File: src/rtl/uart_tx_fifo.sv
`default_nettype none
// +----------------------------------------------------------------------------+
// | Module : uart_tx_fifo                                                      |
// | Brief  : UART transmitter with a transmit FIFO and configurable framing.   |
// | Rev    : 1.0                                                               |
// +----------------------------------------------------------------------------+
module uart_tx_fifo #(
    parameter int CLK_FREQ_HZ = 50000000,
    parameter int BAUD_RATE   = 57600,
    parameter int DATA_BITS   = 8,
    parameter int PARITY      = 0,
    parameter int STOP_BITS   = 1,
    parameter int FIFO_DEPTH  = 16
) (
    input  logic                          i_clk,
    input  logic                          i_rst_n,
    input  logic [DATA_BITS-1:0]          i_data,
    input  logic                          i_valid,
    output logic                          o_ready,
    output logic                          o_uart_tx,
    output logic                          o_busy,
    output logic [$clog2(FIFO_DEPTH):0]   o_fifo_count
);

    localparam int c_div    = CLK_FREQ_HZ / BAUD_RATE;
    localparam int c_baud_w = (c_div > 2) ? $clog2(c_div) : 1;
    localparam int c_ptr_w  = $clog2(FIFO_DEPTH);
    localparam int c_bit_w  = $clog2(DATA_BITS);

    localparam logic [c_baud_w-1:0] c_reload    = c_baud_w'(c_div - 1);
    localparam logic [c_bit_w-1:0]  c_last_bit  = c_bit_w'(DATA_BITS - 1);
    localparam logic                c_last_stop = (STOP_BITS == 2);
    localparam logic [c_ptr_w:0]    c_full      = (c_ptr_w + 1)'(FIFO_DEPTH);

    generate
        if (c_div < 2) begin : g_bad_div
            $error("uart_tx_fifo: CLK_FREQ_HZ/BAUD_RATE must be at least 2");
        end
        if (DATA_BITS < 5 || DATA_BITS > 9) begin : g_bad_data_bits
            $error("uart_tx_fifo: DATA_BITS must be 5..9");
        end
        if (PARITY < 0 || PARITY > 2) begin : g_bad_parity
            $error("uart_tx_fifo: PARITY must be 0, 1 or 2");
        end
        if (STOP_BITS < 1 || STOP_BITS > 2) begin : g_bad_stop_bits
            $error("uart_tx_fifo: STOP_BITS must be 1 or 2");
        end
        if (FIFO_DEPTH < 2 || (FIFO_DEPTH & (FIFO_DEPTH - 1)) != 0) begin : g_bad_depth
            $error("uart_tx_fifo: FIFO_DEPTH must be a power of two >= 2");
        end
    endgenerate

    typedef enum logic [2:0] {
        S_IDLE   = 3'd0,
        S_START  = 3'd1,
        S_DATA   = 3'd2,
        S_PARITY = 3'd3,
        S_STOP   = 3'd4
    } state_e;

    // ---------------- FIFO ----------------
    logic [DATA_BITS-1:0] r_mem [FIFO_DEPTH];
    logic [c_ptr_w-1:0]   r_wr_ptr;
    logic [c_ptr_w-1:0]   r_rd_ptr;
    logic [c_ptr_w:0]     r_count;
    logic                 w_push;
    logic                 w_pop;
    logic                 w_fifo_ne;
    logic [DATA_BITS-1:0] w_head;
    logic                 w_head_par;

    assign o_ready      = (r_count != c_full);
    assign w_push       = i_valid & o_ready;
    assign w_fifo_ne    = (r_count != '0);
    assign w_head       = r_mem[r_rd_ptr];
    assign w_head_par   = (PARITY == 1) ? ~^w_head : ^w_head;
    assign o_fifo_count = r_count;

    always_ff @(posedge i_clk) begin
        if (w_push) begin
            r_mem[r_wr_ptr] <= i_data;
        end
    end

    always_ff @(posedge i_clk or negedge i_rst_n) begin
        if (!i_rst_n) begin
            r_wr_ptr <= '0;
            r_rd_ptr <= '0;
            r_count  <= '0;
        end else begin
            if (w_push) begin
                r_wr_ptr <= r_wr_ptr + c_ptr_w'(1);
            end
            if (w_pop) begin
                r_rd_ptr <= r_rd_ptr + c_ptr_w'(1);
            end
            case ({w_push, w_pop})
                2'b10:   r_count <= r_count + (c_ptr_w + 1)'(1);
                2'b01:   r_count <= r_count - (c_ptr_w + 1)'(1);
                default: r_count <= r_count;
            endcase
        end
    end

    // ---------------- Serializer ----------------
    state_e               r_state,    w_state_nxt;
    logic [c_baud_w-1:0]  r_baud,     w_baud_nxt;
    logic [c_bit_w-1:0]   r_bit_idx,  w_bit_nxt;
    logic [DATA_BITS-1:0] r_shift,    w_shift_nxt;
    logic                 r_par,      w_par_nxt;
    logic                 r_stop_idx, w_stop_nxt;
    logic                 r_tx,       w_tx_nxt;
    logic                 w_tick;

    assign w_tick    = (r_baud == '0);
    assign o_uart_tx = r_tx;
    assign o_busy    = (r_state != S_IDLE) | w_fifo_ne;

    always_ff @(posedge i_clk or negedge i_rst_n) begin
        if (!i_rst_n) begin
            r_state    <= S_IDLE;
            r_baud     <= '0;
            r_bit_idx  <= '0;
            r_shift    <= '0;
            r_par      <= 1'b0;
            r_stop_idx <= 1'b0;
            r_tx       <= 1'b1;
        end else begin
            r_state    <= w_state_nxt;
            r_baud     <= w_baud_nxt;
            r_bit_idx  <= w_bit_nxt;
            r_shift    <= w_shift_nxt;
            r_par      <= w_par_nxt;
            r_stop_idx <= w_stop_nxt;
            r_tx       <= w_tx_nxt;
        end
    end

    // r_tx is loaded with the level of the state being entered, so the line
    // changes on the same edge as the state.
    always_comb begin
        w_state_nxt = r_state;
        w_baud_nxt  = r_baud;
        w_bit_nxt   = r_bit_idx;
        w_shift_nxt = r_shift;
        w_par_nxt   = r_par;
        w_stop_nxt  = r_stop_idx;
        w_tx_nxt    = r_tx;
        w_pop       = 1'b0;

        case (r_state)
            S_IDLE: begin
                w_tx_nxt = 1'b1;
                w_pop    = w_fifo_ne;
            end
            S_START: begin
                if (w_tick) begin
                    w_state_nxt = S_DATA;
                    w_baud_nxt  = c_reload;
                    w_bit_nxt   = '0;
                    w_tx_nxt    = r_shift[0];
                    w_shift_nxt = r_shift >> 1;
                end
            end
            S_DATA: begin
                if (w_tick) begin
                    w_baud_nxt = c_reload;
                    if (r_bit_idx == c_last_bit) begin
                        if (PARITY != 0) begin
                            w_state_nxt = S_PARITY;
                            w_tx_nxt    = r_par;
                        end else begin
                            w_state_nxt = S_STOP;
                            w_tx_nxt    = 1'b1;
                            w_stop_nxt  = 1'b0;
                        end
                    end else begin
                        w_bit_nxt   = r_bit_idx + c_bit_w'(1);
                        w_tx_nxt    = r_shift[0];
                        w_shift_nxt = r_shift >> 1;
                    end
                end
            end
            S_PARITY: begin
                if (w_tick) begin
                    w_state_nxt = S_STOP;
                    w_baud_nxt  = c_reload;
                    w_tx_nxt    = 1'b1;
                    w_stop_nxt  = 1'b0;
                end
            end
            S_STOP: begin
                if (w_tick) begin
                    if (r_stop_idx == c_last_stop) begin
                        if (w_fifo_ne) begin
                            w_pop = 1'b1;
                        end else begin
                            w_state_nxt = S_IDLE;
                            w_tx_nxt    = 1'b1;
                        end
                    end else begin
                        w_stop_nxt = r_stop_idx + 1'b1;
                        w_baud_nxt = c_reload;
                    end
                end
            end
            default: begin
                w_state_nxt = S_IDLE;
                w_tx_nxt    = 1'b1;
            end
        endcase

        if (!w_tick && r_state != S_IDLE) begin
            w_baud_nxt = r_baud - c_baud_w'(1);
        end

        // A pop always starts a new frame, whether from IDLE or straight out of STOP.
        if (w_pop) begin
            w_state_nxt = S_START;
            w_baud_nxt  = c_reload;
            w_shift_nxt = w_head;
            w_par_nxt   = w_head_par;
            w_tx_nxt    = 1'b0;
        end
    end

endmodule
`default_nettype wire

File: config.mk
export PLATFORM = sky130hd
export DESIGN_NAME = uart_tx_fifo
export DESIGN_NICKNAME = d
export VERILOG_FILES = /design/src/rtl/uart_tx_fifo.sv
export SDC_FILE = /design/constraint.sdc
export NUM_CORES = 1
export LEC_CHECK = 0
export ABC_CLOCK_PERIOD_IN_PS = 4500
export CORE_ASPECT_RATIO = 0.6
export CORE_MARGIN = 2
export CORE_UTILIZATION = 60
export CTS_CLUSTER_DIAMETER = 80
export CTS_CLUSTER_SIZE = 24
export DETAILED_ROUTE_END_ITERATION = 7
export PLACE_DENSITY_LB_ADDON = 0.25
export SYNTH_ARGS = -nofsm -noshare
export SYNTH_HDL_FRONTEND = slang
export SYNTH_SLANG_ARGS = --single-unit
File: constraint.sdc
create_clock -name i_clk -period 4.5 [get_ports i_clk]
set_input_delay 0.45 -clock i_clk [delete_from_list [all_inputs] [get_ports i_clk]]
set_output_delay 0.45 -clock i_clk [all_outputs]
set_load 0.005 [all_outputs]
### Routed clock nets over the placement, run 1

(4 px per micron)
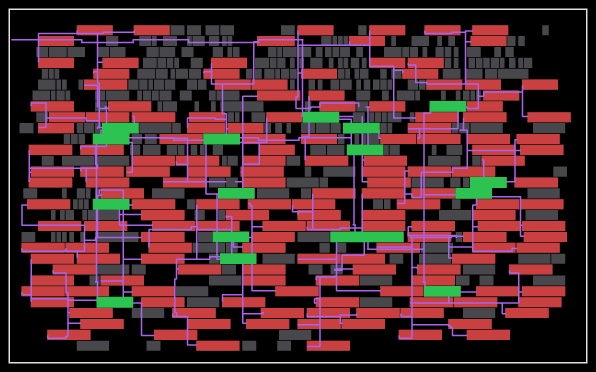
Purple marks clock wires, length 1800 microns. Red marks flip-flops, count 166. Green marks clock-net drivers, count 17.
Position of the flops: spread over the die.

### Met3 routing, run 1

(3 px per micron)
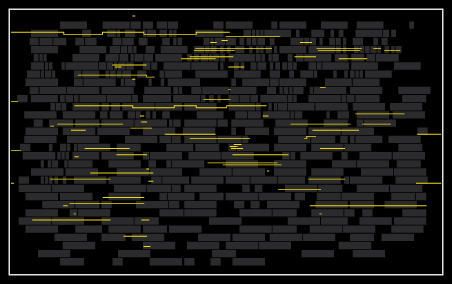
The layer carries 788 microns of wire. The layer holds 5.7% of the routed length. The wires run mostly horizontal.

### Clock wiring as the flow saved it, run 1

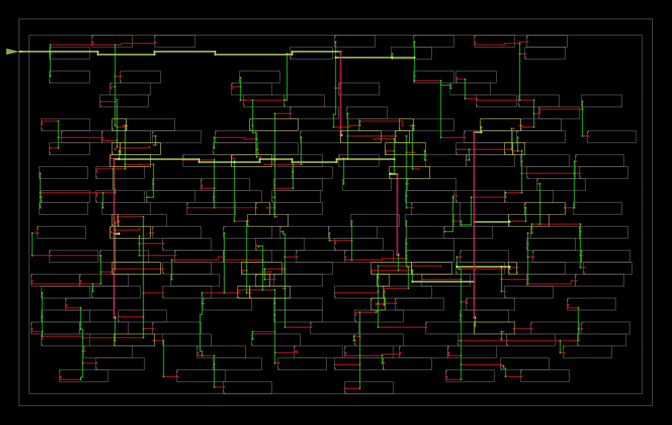
skew final: 11.3 ps
Clock group: 1420 uW

==> ci_impl_report.md, run 1 <==
### Flow metrics

| Metric | Value |
|---|---|
| Top power group | `registers` |
| Worst hold slack | `144 ps` |
| CTS tree | `built` |
| Seq/total area | `0.603` |
| Basic Gates by Area | `0.0704` |
| Adder-cell share of the synthesized area | `0.0177` |
| Sw frac | `0.251` |
| Largest net degree at the start of global routing | `39` |
| Dominant comb cell | `multiplexers` |
| Met2 wire len | `6110 microns` |
| Skew-Pair Late Insertion Delay | `410 ps` |
| Worst Path Required | `4800 ps` |
| Top cells, area | `edfxtp_1 (54%), dfrtp_1 (13%), mux4_2 (11%)` |
| Comb_multi_in | `241` |
| Critical Path Fanout Max | `21` |
| Sw power | `943 uW` |
| Gate Area | `2100 sq um` |
| Final antenna-violating net count | `0` |
| Final hold viol count | `0` |
| CTS H-tree lvls | `4` |
| Ys Warns | `0` |
| Most numerous logic cell after layout | `edfxtp_1` |
| Outcome | `complete, no violations` |
| Post_cts resized | `0` |
| Final Max Slew Viols | `0` |
| RSZ-0062 raised after global routing | `no` |
| Combinational power share | `0.110` |
| Global-route wire length before repair | `21900 microns` |
| Flop pwr share | `0.511` |
| CTS Buf Count | `17` |
| Syn Area/Cell | `15.9 sq um` |
| Largest area contributor in the synthesized netlist | `edfxtp_1` |
| Count of library flops with an enable pin | `128` |
| Synth top cell by count | `edfxtp_1` |
| Final Cell Area | `7960 sq um` |
| Input/output buffers | `18` |
| MaxCap Viol Count | `0` |
| Uppermost layer routed | `met4` |
| Post-Syn Instances | `444` |
| Logic inverters | `12` |
| Clock buffer depth | `2` |
| CTS root buffer | `clkbuf_16` |
| R2R depth | `13` |
| Aoi share | `0.0599` |
| Total tool warning count | `29` |
| Core area | `11400 sq um` |
| Combinational share of cell area | `0.263` |
| Clock power frac | `0.378` |
| Routed len/inst | `21.7 microns` |
| Syn Nets | `465` |
| CP Launch Type | `flop` |
| Clock period minus worst slack | `3400 ps` |
| Seq_cells | `166` |
| #FFs+latches synth | `166` |
| Final setup vio count | `0` |
| Post-layout nets | `486` |
| Post-synth ARST share | `0.229` |
| Max Clk Rate | `0.294 GHz` |
| Top-area cell share | `0.545` |
| Final Non-Filler Cells | `638` |
| Most common reg cell | `edfxtp_1` |
| Filler cells | `738` |
| Die Width | `144 microns` |
| Area post-placement | `7380 sq um` |
==> run 1: path summary, 6_finish.rpt <==
kind,start,end,slack (ps)
min in group i_clk,r_bit_idx[1]$_DFFE_PN0P_,r_bit_idx[1]$_DFFE_PN0P_,510
max in group asynchronous,i_rst_n,r_rd_ptr[0]$_DFFE_PN0P_,3760
worst min register to register,r_bit_idx[1]$_DFFE_PN0P_,r_bit_idx[1]$_DFFE_PN0P_,510
worst min-delay path,i_rst_n,r_baud[4]$_DFFE_PN0P_,140
worst max register to register,r_baud[1]$_DFFE_PN0P_,o_fifo_count[4]$_DFFE_PN0P_,1100
worst max-delay path,r_baud[1]$_DFFE_PN0P_,o_fifo_count[4]$_DFFE_PN0P_,1100
==> run 1: stage by stage <==
stage          total power (uW)  utilization  setup WS (ps)
2_1_floorplan              2180            -           1330
3_3_place_gp               2340        0.649           1350
3_5_place_dp               2370        0.649           1160
4_1_cts                    3790        0.700           1130
5_1_grt                    3900        0.700            796
6_report                   3760        0.700           1100
==> run 1: state kept, by name, summed over array words and instances (netlist names) <==
signal / flops
r_baud: 10
r_state: 3
r_wr_ptr: 4
r_mem: 128
r_shift: 8
o_uart_tx: 1
r_bit_idx: 3
r_rd_ptr: 4
o_fifo_count: 5
==> run 1: worst max-delay path: stages, from the launching register on <==
cell	delay (ps)
dfrtp_1	390
inv_1	90
ha_1	180
nor3b_2	310
a31oi_1	260
or2_1	390
inv_2	280
ha_1	420
o21a_1	180
nor2_1	40
o41ai_1	350
xnor2_1	190
nor2_1	70
xnor2_1	130
==> run 1: per-layer routing <==
metal,track usage,vias up
met5,0,-
met4,0.0811,0
met3,0.0437,24
met2,0.352,121
met1,0.380,1927
li1,-,1764
### Wires at chosen ports, followed through buffers, run 1

(4 px per micron)
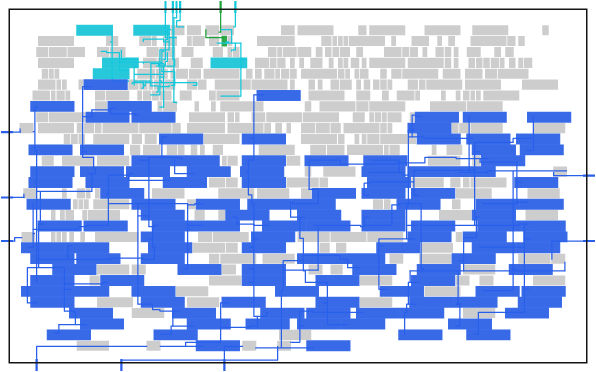

## Run 2: what changed since run 1
--- a/config.mk
+++ b/config.mk
@@ -5,10 +5,10 @@
 export SDC_FILE = /design/constraint.sdc
 export NUM_CORES = 1
 export LEC_CHECK = 0
-export ABC_CLOCK_PERIOD_IN_PS = 4500
+export ABC_CLOCK_PERIOD_IN_PS = 2900
 export CORE_ASPECT_RATIO = 0.6
 export CORE_MARGIN = 2
-export CORE_UTILIZATION = 60
+export CORE_UTILIZATION = 55
 export CTS_CLUSTER_DIAMETER = 80
 export CTS_CLUSTER_SIZE = 24
 export DETAILED_ROUTE_END_ITERATION = 7
==> constraint.sdc (replaced) <==
create_clock -name i_clk -period 2.9 [get_ports i_clk]
set_input_delay 0.29 -clock i_clk [delete_from_list [all_inputs] [get_ports i_clk]]
set_output_delay 0.29 -clock i_clk [all_outputs]
set_load 0.005 [all_outputs]
### Wires at chosen ports, followed through buffers, run 2

(4 px per micron)
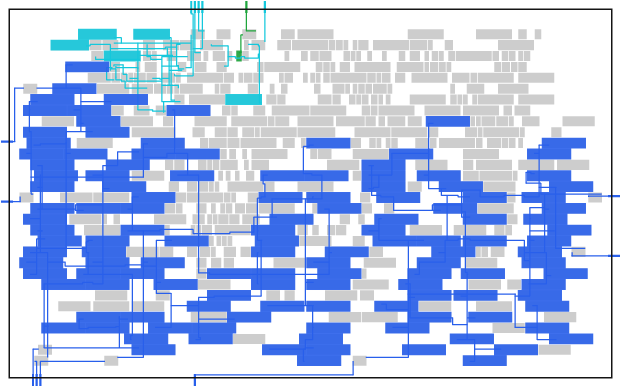
Cyan marks o_fifo_count, bits 5, direction output, edge top, end cells 5, buffers 6, wire 333 microns. Green marks o_ready, bits 1, direction output, edge top, end cells 1, buffers 1, wire 12.6 microns. Blue marks i_data, bits 8, direction input, edge 4 bottom, 2 left, 2 right, end cells 128, buffers 8, wire 1540 microns.

### Placed cells, one colour a class, run 2

(2 px per micron)
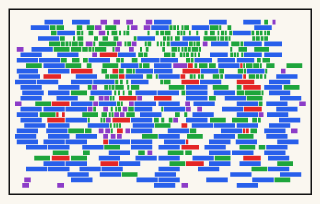
Green marks remaining logic cells, cells 253. Purple marks remaining buffers and delay cells, cells 50. Red marks clock drivers and dummy loads, cells 32. Blue marks sequential cells, cells 166.

==> ci_impl_report.md, run 2 <==
### Flow metrics

| Metric | Value |
|---|---|
| RSZ-0062 raised after global routing | `no` |
| Max Clk Rate | `0.375 GHz (+28%)` |
| MaxCap Viol Count | `0 (unchanged)` |
| Reg2reg end | `o_fifo_count[2]$_DFFE_PN0P_` |
| DP Worst Slack | `187 ps (-977 ps)` |
| Crit path buf inv count | `3 (+1)` |
| Fin util | `0.663 (-0.0373)` |
| Failing checks | `negative hold slack` |
| Synth top cell by count | `edfxtp_1` |
| Post-layout nets | `509 (+4.7%)` |
| Input/output buffers | `18 (unchanged)` |
| CP Launch Type | `flop` |
| Largest reg by FF count | `r_mem` |
| Slowest-stage cell, CP | `dfrtp_1` |
| Max reg flops | `128 (unchanged)` |
| Power consumption | `5800 uW (+54%)` |
| Core area | `12300 sq um (+8.1%)` |
| R2R setup slack | `230 ps (-860 ps)` |
| Largest net degree at the start of global routing | `39 (unchanged)` |
| 1st-pass router iterations | `5` |
| Leakage | `0.00286 uW` |
| Critical Path Fanout Max | `9 (-57%)` |
| CTS Buf Count | `17 (unchanged)` |
| Clock period minus worst slack | `2670 ps (-735 ps)` |
| CP cell instances | `inv_1 -> ha_1 -> nor3b_4 -> a31oi_1 -> or2_1 -> inv_2 -> ha_4 -> xor2_1 -> ha_2 -> inv_1 -> o41ai_1 -> xnor2_1 -> nor2_1 -> xor2_1` |
| Area post-placement | `7590 sq um (+2.8%)` |
| Post_cts resized | `0 (unchanged)` |
| Worst hold slack | `-10.6 ps (-155 ps)` |
| Ys Warns | `0 (unchanged)` |
| Pwr per Cell Area | `712 nW/um^2` |
| #FFs+latches synth | `166 (unchanged)` |
| Top cells, area | `edfxtp_1 (54%), dfrtp_1 (13%), mux4_2 (11%)` |
| Most numerous logic cell after layout | `edfxtp_1` |
| Skew final | `9.27 ps (-2.06 ps)` |
| Skew-Pair Late Insertion Delay | `420 ps (about the same)` |
| CTS H-tree lvls | `4 (unchanged)` |
| Top-area cell share | `0.545 (unchanged)` |
| Top delay family on crit path | `simple AND/OR/NAND/NOR gates` |
| Largest stage delay on the critical path | `420 ps (about the same)` |
| Final setup vio count | `0 (unchanged)` |
| Final Max Slew Viols | `0 (unchanged)` |
| Syn Nets | `465 (unchanged)` |
| # IOs | `19` |
| Largest area contributor in the synthesized netlist | `edfxtp_1` |
| Routed len/inst | `22.1 microns (+1.8%)` |
| Global-route wire length before repair | `23300 microns (+6.5%)` |
| Count of library flops with an enable pin | `128 (unchanged)` |
| Post-Syn Instances | `444 (unchanged)` |
| Most common reg cell | `edfxtp_1` |
| Reg2reg start | `r_baud[0]$_DFFE_PN0P_` |
| Worst Tran Pin Value | `890 ps` |
| Final Cell Area | `8150 sq um (+2.3%)` |
| Biggest regs | `r_mem x128, r_baud x10, r_shift x8` |
| Setup ws final | `233 ps (-865 ps)` |
| R2R depth | `14 (+1)` |
| Drt drc | `0` |
| Clock buffer depth | `2 (unchanged)` |
| Relative slew slack | `0.407` |
| Post-synth ARST share | `0.229 (unchanged)` |
| Min-delay worst type | `in2async` |
| CTS root buffer | `clkbuf_16` |
| Syn Area/Cell | `15.9 sq um (unchanged)` |
| Final hold viol count | `21 (+21)` |
| Final Non-Filler Cells | `666 (+4.4%)` |
| CTS tree | `built` |
| Worst Path Required | `3210 ps (-1590 ps)` |
| Outcome | `finished, violations left` |
| Die Width | `150 microns (+4.3%)` |
| Total tool warning count | `29 (unchanged)` |
| Final antenna-violating net count | `0 (unchanged)` |
### Routed clock nets over the placement, run 2

(4 px per micron)
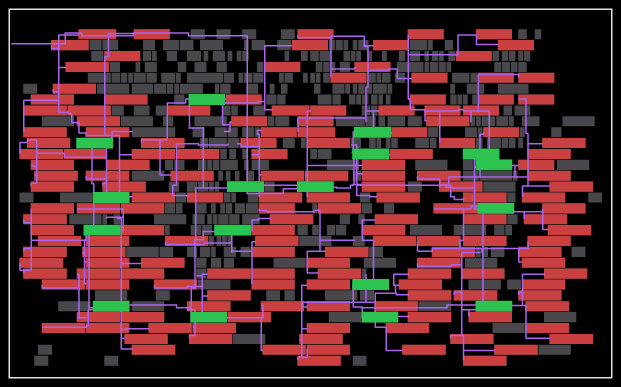
Green marks clock-net drivers, count 17. Red marks flip-flops, count 166. Purple marks clock wires, length 1810 microns.
There are 18 routed clock nets. Position of the flops: spread over the die.

[run 2: cell counts after synthesis]
No cell type changed its count.
[run 2: how the worst max path moves through the flow]
stage | from | cells past startpoint | end
2_1_floorplan | o_fifo_count[0]$_DFFE_PN0P_ | 16 | o_fifo_count[4]$_DFFE_PN0P_
3_3_place_gp | r_baud[0]$_DFFE_PN0P_ | 13 | o_fifo_count[4]$_DFFE_PN0P_
3_5_place_dp | r_baud[0]$_DFFE_PN0P_ | 13 | o_fifo_count[4]$_DFFE_PN0P_
4_1_cts | r_baud[0]$_DFFE_PN0P_ | 13 | o_fifo_count[4]$_DFFE_PN0P_
5_1_grt | r_baud[0]$_DFFE_PN0P_ | 14 | o_fifo_count[2]$_DFFE_PN0P_
6_report | r_baud[0]$_DFFE_PN0P_ | 14 | o_fifo_count[2]$_DFFE_PN0P_
[run 2: layout make-up]
type | count | area [sq um]
inverters | 12 | 45.0
repair buffers | 50 | 428
well taps | 165 | 206
flip-flops and latches | 166 | 4800
fillers | 813 | 4150
clock inverters | 12 | 106
clock buffers | 20 | 437
multi-input cells | 241 | 2130
[run 2: kinds of logic after synthesis]
logic type | synth area share
adder cells (fa/ha/maj) | 0.0177
multiplexers | 0.133
flip-flops | 0.679
AND/OR/NAND/NOR | 0.0704
XOR/XNOR | 0.0161
AND-OR/OR-AND | 0.0599
buffers and inverters | 0.0234
[run 2: report_power, final]
part	switching, uW	total, uW	internal, uW
clock network	901	2080	1180
registers	154	2970	2820
logic	410	748	338
[run 2: layer usage]
layer	GRT usage	share of wire	vias up
met5	0	0	-
met4	0.0637	0.011	0
met3	0.0507	0.064	16
met2	0.329	0.44	149
met1	0.375	0.48	2065
li1	-	-	1806
### Met3 routing, run 2

(3 px per micron)
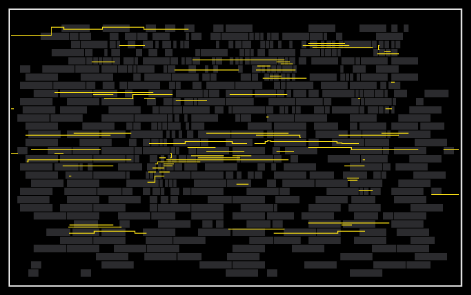

## Run 3: what changed since run 2
--- a/config.mk
+++ b/config.mk
@@ -7,7 +7,7 @@
 export LEC_CHECK = 0
 export ABC_CLOCK_PERIOD_IN_PS = 2900
 export CORE_ASPECT_RATIO = 0.6
-export CORE_MARGIN = 2
+export CORE_MARGIN = 4
 export CORE_UTILIZATION = 55
 export CTS_CLUSTER_DIAMETER = 80
 export CTS_CLUSTER_SIZE = 24
### Met3 routing, run 3

(3 px per micron)
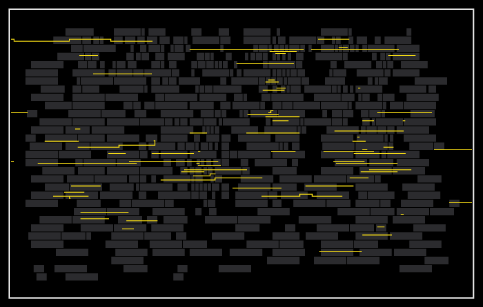
49 nets have wire on it. The longest straight run is 37.7 microns.

### Clock wiring as the flow saved it, run 3

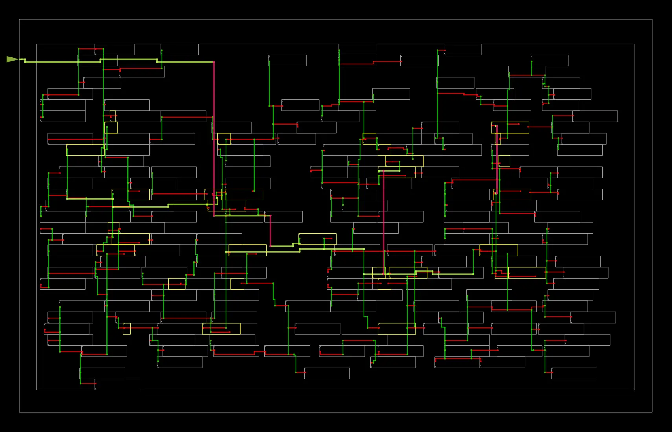
seq_cells: 166
CTS Buf Count: 17
Skew-Pair Late Insertion Delay: 420 ps

### Placed cells, one colour a class, run 3

(2 px per micron)
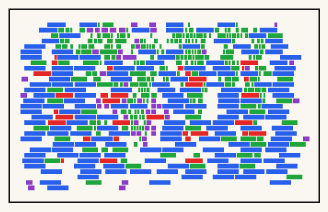
Red marks clock drivers and dummy loads, cells 32. Blue marks sequential cells, cells 166. Purple marks remaining buffers and delay cells, cells 51. Green marks remaining logic cells, cells 253.

==> ci_impl_report.md, run 3 <==
### Flow metrics

| Metric | Value |
|---|---|
| Outcome | `finished, violations left` |
| Failing checks | `negative hold slack` |
| Syn Nets | `465 (unchanged)` |
| Final Non-Filler Cells | `667 (+0.15%)` |
| Input/output buffers | `18 (unchanged)` |
| Worst hold slack | `-10.4 ps (+0.261 ps)` |
| Top delay family on crit path | `simple AND/OR/NAND/NOR gates` |
| CTS root buffer | `clkbuf_16` |
| Fin util | `0.663 (+0.000814)` |
| Top cells, area | `edfxtp_1 (54%), dfrtp_1 (13%), mux4_2 (11%)` |
| R2R depth | `12 (-2)` |
| DP Worst Slack | `141 ps (-45.6 ps)` |
| Routing layer with the top usage in global route | `met1` |
| Final hold viol count | `9 (-57%)` |
| Worst Path Required | `3240 ps (+30 ps)` |
| Power consumption | `5790 uW (-0.21%)` |
| Worst Tran Pin Value | `894 ps (+3.72 ps)` |
| Ys Warns | `0 (unchanged)` |
| CP cell instances | `or4_4 -> o21ai_4 -> or2_1 -> inv_2 -> ha_4 -> xor2_1 -> ha_2 -> o21ai_1 -> o41ai_2 -> xnor2_1 -> nor2_1 -> xnor2_1` |
| Final setup vio count | `0 (unchanged)` |
| Max reg flops | `128 (unchanged)` |
| MaxCap Viol Count | `0 (unchanged)` |
| Min-delay worst type | `in2async` |
| Top-area cell share | `0.545 (unchanged)` |
| Largest stage delay on the critical path | `560 ps (+140 ps)` |
| Largest reg by FF count | `r_mem` |
| Synth top cell by count | `edfxtp_1` |
| R2R setup slack | `230 ps (about the same)` |
| Area post-placement | `7590 sq um (about the same)` |
| Most common reg cell | `edfxtp_1` |
| Leakage | `0.00287 uW (+0.38%)` |
| Pwr per Cell Area | `710 nW/um^2 (-0.34%)` |
| #FFs+latches synth | `166 (unchanged)` |
| Post-Syn Instances | `444 (unchanged)` |
| M1 GR Usage | `0.322 (-0.0527)` |
| Met2 wire len | `6460 microns (-1.3%)` |
| Met3 WL post-DR | `796 microns (-16%)` |
| Routed len/inst | `21.5 microns (-2.9%)` |
| Count of library flops with an enable pin | `128 (unchanged)` |
| Reg2reg start | `o_fifo_count[0]$_DFFE_PN0P_` |
| Post-layout nets | `510 (+0.20%)` |
| Largest net degree at the start of global routing | `39 (unchanged)` |
| Biggest regs | `r_mem x128, r_baud x10, r_shift x8` |
| CP Launch Type | `flop` |
| # IOs | `19 (unchanged)` |
| CTS tree | `built` |
| Clock period minus worst slack | `2670 ps (+5.19 ps)` |
| Total tool warning count | `29 (unchanged)` |
| Largest area contributor in the synthesized netlist | `edfxtp_1` |
| Skew final | `10.0 ps (+0.750 ps)` |
| Routing usage on met2 | `0.302 (-0.0276)` |
| Relative slew slack | `0.404 (-0.00248)` |
| 1st-pass router iterations | `5 (unchanged)` |
| Crit path buf inv count | `1 (-2)` |
| Clock buffer depth | `2 (unchanged)` |
| Slowest-stage cell, CP | `or4_4` |
| Syn Area/Cell | `15.9 sq um (unchanged)` |
| Core area | `12300 sq um (unchanged)` |
| Uppermost layer routed | `met4` |
| CTS H-tree lvls | `4 (unchanged)` |
## run 3: cell types whose count changed in the layout (fill, tap and decap cells not counted)
cell,before,now
inv_6,2,5
clkinv_4,2,3
buf_4,31,32
clkinv_2,3,1
clkinvlp_4,3,2
clkbuf_1,3,1
bufinv_16,1,0
inv_8,0,2
## run 3: report_power, final
part,internal (uW),switching (uW)
Combinational,345,413
Sequential,2820,149
Clock,1120,947
## run 3: worst max path at each step
stage / from / end / slack (ps)
detailed placement: r_baud[0]$_DFFE_PN0P_ / o_fifo_count[4]$_DFFE_PN0P_ / 140
global route: r_baud[1]$_DFFE_PN0P_ / o_fifo_count[4]$_DFFE_PN0P_ / 2
global placement: r_baud[0]$_DFFE_PN0P_ / o_fifo_count[4]$_DFFE_PN0P_ / 250
finish: o_fifo_count[0]$_DFFE_PN0P_ / o_fifo_count[4]$_DFFE_PN0P_ / 230
floorplan: o_fifo_count[0]$_DFFE_PN0P_ / o_fifo_count[4]$_DFFE_PN0P_ / 3
CTS: r_baud[0]$_DFFE_PN0P_ / o_fifo_count[4]$_DFFE_PN0P_ / 120
## run 3: logic make-up (layout without fill, tap and decap cells)
family          after synthesis  in the layout  share of synthesized area
mux                          52             52                      0.133
fa+ha+maj                    10             10                     0.0177
flops                       166            166                      0.679
xor+xnor                     13             13                     0.0161
buf+inv                      37             95                     0.0234
compound gates               66             66                     0.0599
simple gates                100            100                     0.0704
## run 3: repair_timing
action / 4_1_cts / 5_1_grt
setup endpoints to repair: 0 / 3
hold endpoints to repair: 0 / 0
resized: 0 / 2
buffers inserted: 0 / 0
hold buffers: 0 / 0
## run 3: layout make-up
cell class	instances	area (sq um)
clock buffers	18	429
clock inverters	14	116
fillers	812	4140
inverters	12	45.0
multi-input cells	241	2130
flip-flops and latches	166	4800
well taps	165	206
repair buffers	51	435
Power is estimated from default activity; no workload was simulated.
